**Metal layers overlaid**

Drawn at 4 px/µm. Two of the layers only.
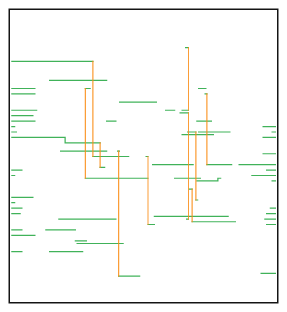
**Congestion heat map**

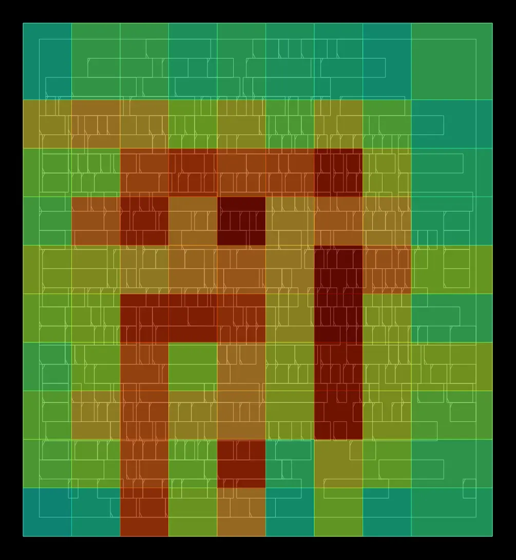
**Zoomed window**

Window x 18 to 48, y 36 to 66 µm. Cells in grey, sequential cells in the stronger grey; small squares are vias.
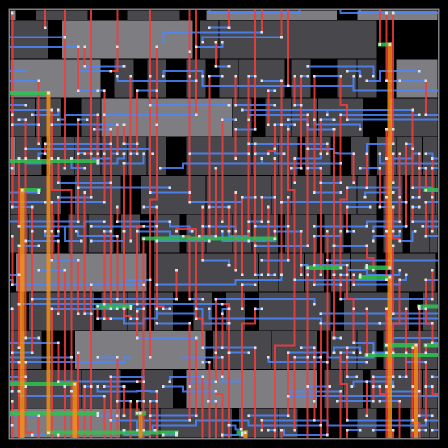
**Gate-type map**

Drawn at 6 px/µm.
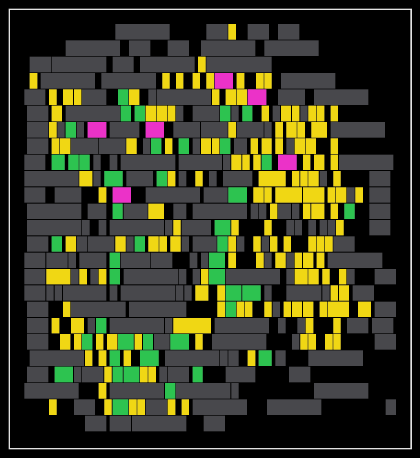
$ cat src/rtl/seq_det_pkg.sv
// Shared types and helpers for the "1010" detector word controller.
package seq_det_pkg;

    localparam int PATTERN_LEN = 4;

    typedef enum logic [3:0] {
        IDLE   = 4'b0001,
        SHIFT  = 4'b0010,
        DRAIN  = 4'b0100,
        REPORT = 4'b1000
    } state_t;

    // Clamp a + b to max_val; the 33-bit sum keeps the carry out visible.
    function automatic logic [31:0] sat_add(input logic [31:0] a,
                                            input logic [31:0] b,
                                            input logic [31:0] max_val);
        logic [32:0] sum;
        sum = {1'b0, a} + {1'b0, b};
        return (sum > {1'b0, max_val}) ? max_val : sum[31:0];
    endfunction

endpackage

$ cat src/rtl/seq_det_ser.sv
// Word serializer: loads a W-bit word and presents one bit per shift in the
// selected order, with a bit index and a last-bit flag.
module seq_det_ser #(
    parameter int W     = 8,
    parameter int IDX_W = $clog2(W)
) (
    input  logic             i_clk,
    input  logic             i_rst_n,
    input  logic             i_load,
    input  logic             i_shift,
    input  logic [W-1:0]     i_data,
    input  logic             i_lsb_first,
    output logic             o_bit,
    output logic [IDX_W-1:0] o_idx,
    output logic             o_last
);

    logic [W-1:0]     r_data;
    logic             r_lsb_first;
    logic [IDX_W-1:0] r_idx;
    logic [W-1:0]     w_next;

    // The current bit always sits at the end facing the chosen direction.
    genvar gi;
    generate
        for (gi = 0; gi < W; gi++) begin : g_next
            if (gi == 0) begin : g_lo
                assign w_next[gi] = r_lsb_first ? r_data[1] : 1'b0;
            end else if (gi == W - 1) begin : g_hi
                assign w_next[gi] = r_lsb_first ? 1'b0 : r_data[W-2];
            end else begin : g_mid
                assign w_next[gi] = r_lsb_first ? r_data[gi+1] : r_data[gi-1];
            end
        end
    endgenerate

    always_ff @(posedge i_clk or negedge i_rst_n) begin
        if (!i_rst_n) begin
            r_data      <= '0;
            r_lsb_first <= 1'b0;
            r_idx       <= '0;
        end else if (i_load) begin
            r_data      <= i_data;
            r_lsb_first <= i_lsb_first;
            r_idx       <= '0;
        end else if (i_shift) begin
            r_data      <= w_next;
            r_idx       <= r_idx + IDX_W'(1);
        end
    end

    assign o_bit  = r_lsb_first ? r_data[0] : r_data[W-1];
    assign o_idx  = r_idx;
    assign o_last = (r_idx == IDX_W'(W - 1));

endmodule

$ cat src/rtl/seq_det_ctrl.sv
// Schedules words through an external "1010" detector and reports per-word
// match count, first-match index and a saturating running total.
module seq_det_ctrl
    import seq_det_pkg::*;
#(
    parameter int W     = 8,
    parameter int CNT_W = $clog2(W + 1),
    parameter int IDX_W = $clog2(W),
    parameter int TOT_W = 16
) (
    input  logic             clock,
    input  logic             reset_n,
    input  logic             in_valid,
    output logic             in_ready,
    input  logic [W-1:0]     in_data,
    input  logic             in_lsb_first,
    output logic             det_din,
    output logic             det_reset,
    input  logic             det_dout,
    output logic             res_valid,
    input  logic             res_ready,
    output logic [CNT_W-1:0] res_count,
    output logic             res_hit,
    output logic [IDX_W-1:0] res_first_idx,
    input  logic             tot_clr,
    output logic [TOT_W-1:0] tot_count
);

    state_t           r_state;
    logic [CNT_W-1:0] r_count;
    logic             r_hit;
    logic [IDX_W-1:0] r_first_idx;
    logic [TOT_W-1:0] r_tot;

    logic             w_load;
    logic             w_shift;
    logic             w_bit;
    logic [IDX_W-1:0] w_idx;
    logic             w_last;
    logic             w_sample;
    logic             w_hit_now;
    logic [IDX_W-1:0] w_attr_idx;
    logic [CNT_W-1:0] w_count_next;

    assign w_load  = (r_state == IDLE) && in_valid;
    assign w_shift = (r_state == SHIFT);

    seq_det_ser #(
        .W     (W),
        .IDX_W (IDX_W)
    ) u_ser (
        .i_clk       (clock),
        .i_rst_n     (reset_n),
        .i_load      (w_load),
        .i_shift     (w_shift),
        .i_data      (in_data),
        .i_lsb_first (in_lsb_first),
        .o_bit       (w_bit),
        .o_idx       (w_idx),
        .o_last      (w_last)
    );

    // det_dout lags the driven bit by one cycle, so credit the previous index.
    assign w_sample     = (w_shift && (w_idx != '0)) || (r_state == DRAIN);
    assign w_hit_now    = w_sample && det_dout;
    assign w_attr_idx   = (r_state == DRAIN) ? IDX_W'(W - 1) : (w_idx - IDX_W'(1));
    assign w_count_next = r_count + CNT_W'(w_hit_now);

    always_ff @(posedge clock or negedge reset_n) begin
        if (!reset_n) begin
            r_state     <= IDLE;
            r_count     <= '0;
            r_hit       <= 1'b0;
            r_first_idx <= '0;
            r_tot       <= '0;
        end else begin
            case (r_state)
                IDLE: begin
                    if (in_valid) begin
                        r_count     <= '0;
                        r_hit       <= 1'b0;
                        r_first_idx <= '0;
                        r_state     <= SHIFT;
                    end
                end
                SHIFT, DRAIN: begin
                    r_count <= w_count_next;
                    if (w_hit_now && !r_hit) begin
                        r_hit       <= 1'b1;
                        r_first_idx <= w_attr_idx;
                    end
                    if (r_state == DRAIN) begin
                        r_state <= REPORT;
                    end else if (w_last) begin
                        r_state <= DRAIN;
                    end
                end
                REPORT: begin
                    if (res_ready) begin
                        r_state <= IDLE;
                    end
                end
                default: r_state <= IDLE;
            endcase

            // A clear on the update edge wipes the old total before adding.
            if (r_state == DRAIN) begin
                if (tot_clr) begin
                    r_tot <= TOT_W'(w_count_next);
                end else begin
                    r_tot <= TOT_W'(sat_add(32'(r_tot), 32'(w_count_next),
                                            32'({TOT_W{1'b1}})));
                end
            end else if (tot_clr) begin
                r_tot <= '0;
            end
        end
    end

    assign in_ready      = (r_state == IDLE);
    assign res_valid     = (r_state == REPORT);
    assign det_reset     = (r_state != SHIFT);
    assign det_din       = w_shift && w_bit;
    assign res_count     = r_count;
    assign res_hit       = r_hit;
    assign res_first_idx = r_first_idx;
    assign tot_count     = r_tot;

endmodule

$ cat config.mk
export PLATFORM = sky130hd
export DESIGN_NAME = seq_det_ctrl
export DESIGN_NICKNAME = d
export VERILOG_FILES = /design/src/rtl/seq_det_pkg.sv /design/src/rtl/seq_det_ser.sv /design/src/rtl/seq_det_ctrl.sv
export SDC_FILE = /design/constraint.sdc
export NUM_CORES = 1
export LEC_CHECK = 0
export ABC_AREA = 1
export CAP_MARGIN = 30
export CORE_ASPECT_RATIO = 1.1
export CORE_MARGIN = 2
export CORE_UTILIZATION = 59
export CTS_BUF_LIST = sky130_fd_sc_hd__clkbuf_4 sky130_fd_sc_hd__clkbuf_8
export DETAILED_ROUTE_END_ITERATION = 8
export PLACE_DENSITY = 0.95
export SYNTH_ARGS = -nofsm -noshare
export SYNTH_HDL_FRONTEND = slang
export SYNTH_SLANG_ARGS = --single-unit
$ cat constraint.sdc
create_clock -name clock -period 4.2 [get_ports clock]
set_input_delay 0.63 -clock clock [delete_from_list [all_inputs] [get_ports clock]]
set_output_delay 0.63 -clock clock [all_outputs]
set_load 0.01 [all_outputs]
==> ci_impl_report.md <==
### Metrics collected by this job

| Metric | Value |
|---|---|
| Post-layout nets | 398 |
| Total number of clock tree sinks | 40 |
| Area share of the largest cell type after synthesis | 38.2% |
| CP Data Required Time | 4.43 ns |
| CP Depth | 16 |
| Met2 track demand over resource in global routing | 46.0% |
| Number of buffer cells added on primary ports | 42 |
| Power, Total | 1.33 mW |
| Buffer share of cell area | 13.5% |
| Number of global-route vias before repair | 2,305 |
| Fraction of synthesized area in multiplexers | 0.392% |
| Part of the power in registers | 40.9% |
| Routed met1 length | 2430 µm |
| Max Fclk | 0.294 GHz |
| Critical path type | reg2reg |
| Fraction of layout instances using a drive strength above 1 | 8.87% |
| Clock latency of the later-clocked register in the worst-skew pair | 0.29 ns |
| Worst-case reg-to-reg path depth | 16 |
| Overall overflow remaining after global route | 0 |
| Register area share after synthesis | 39.2% |
| Highest routed metal layer | met4 |
| Final Util | 73.1% |
| Residual DRC count | 0 |
| Gate Count Post-Synth | 330 |
| Total vias in the final route | 2,385 |
| HPWL reported at the end of detailed placement | 4360 µm |
| Endpoint of the most critical setup path | tot_count[13]$_DFFE_PN0P_ |
| Minimum hold slack | 0.462 ns |
| Count of maximum capacitance violations | 0 |
| Status | complete, no violations |
| Tightest slew margin relative to the limit | 40.0% |
| Total placed cells including tap cells | 418 |
| Clock H-tree levels | 2 |
| Largest class | logic gates |
| Clock tree from TritonCTS | yes |
| Global routing met3 resource utilization | 7.10% |
| Synthesized flop and latch total | 40 |
| Buffers & Inverters on Critical Path | 2 |
| Comb. pwr | 0.465 mW |
| DIE AREA | 4870 µm² |
| CTS Root Cell | clkbuf_8 |
| Number of cells upsized or downsized after cts | 0 |
| Setup fix buffers added after clock tree synthesis | 0 |
| Ys Warns | 0 |
| Kind of cell with the highest combined delay on the critical path | simple AND/OR/NAND/NOR gates |
-- 'metal layers overlaid' (at the start) --
metal 4 -> orange  # wire length 186 µm
metal 3 -> green  # wire length 344 µm

-- 'congestion heat map' (at the start) --
most utilized layer in the global route result: met2
met1 layer usage reported by global route: 30.9%

-- 'zoomed window' (at the start) --
metal 3 -> green
metal 2 -> red
metal 4 -> orange
metal 1 -> blue
sequential cells in the window = 7
netlist names of flops here include = tot_count (3), res_count (2)
cells with their middle in the window = 100
most frequent = nand2_1 (28), nand3_1 (12), inv_1 (9)

-- 'gate-type map' (at the start) --
aoi and oai cells -> green  # cells 43
nand cells -> yellow  # cells 146
xor and xnor cells -> magenta  # cells 6

Power and IR drop assume default switching activity.
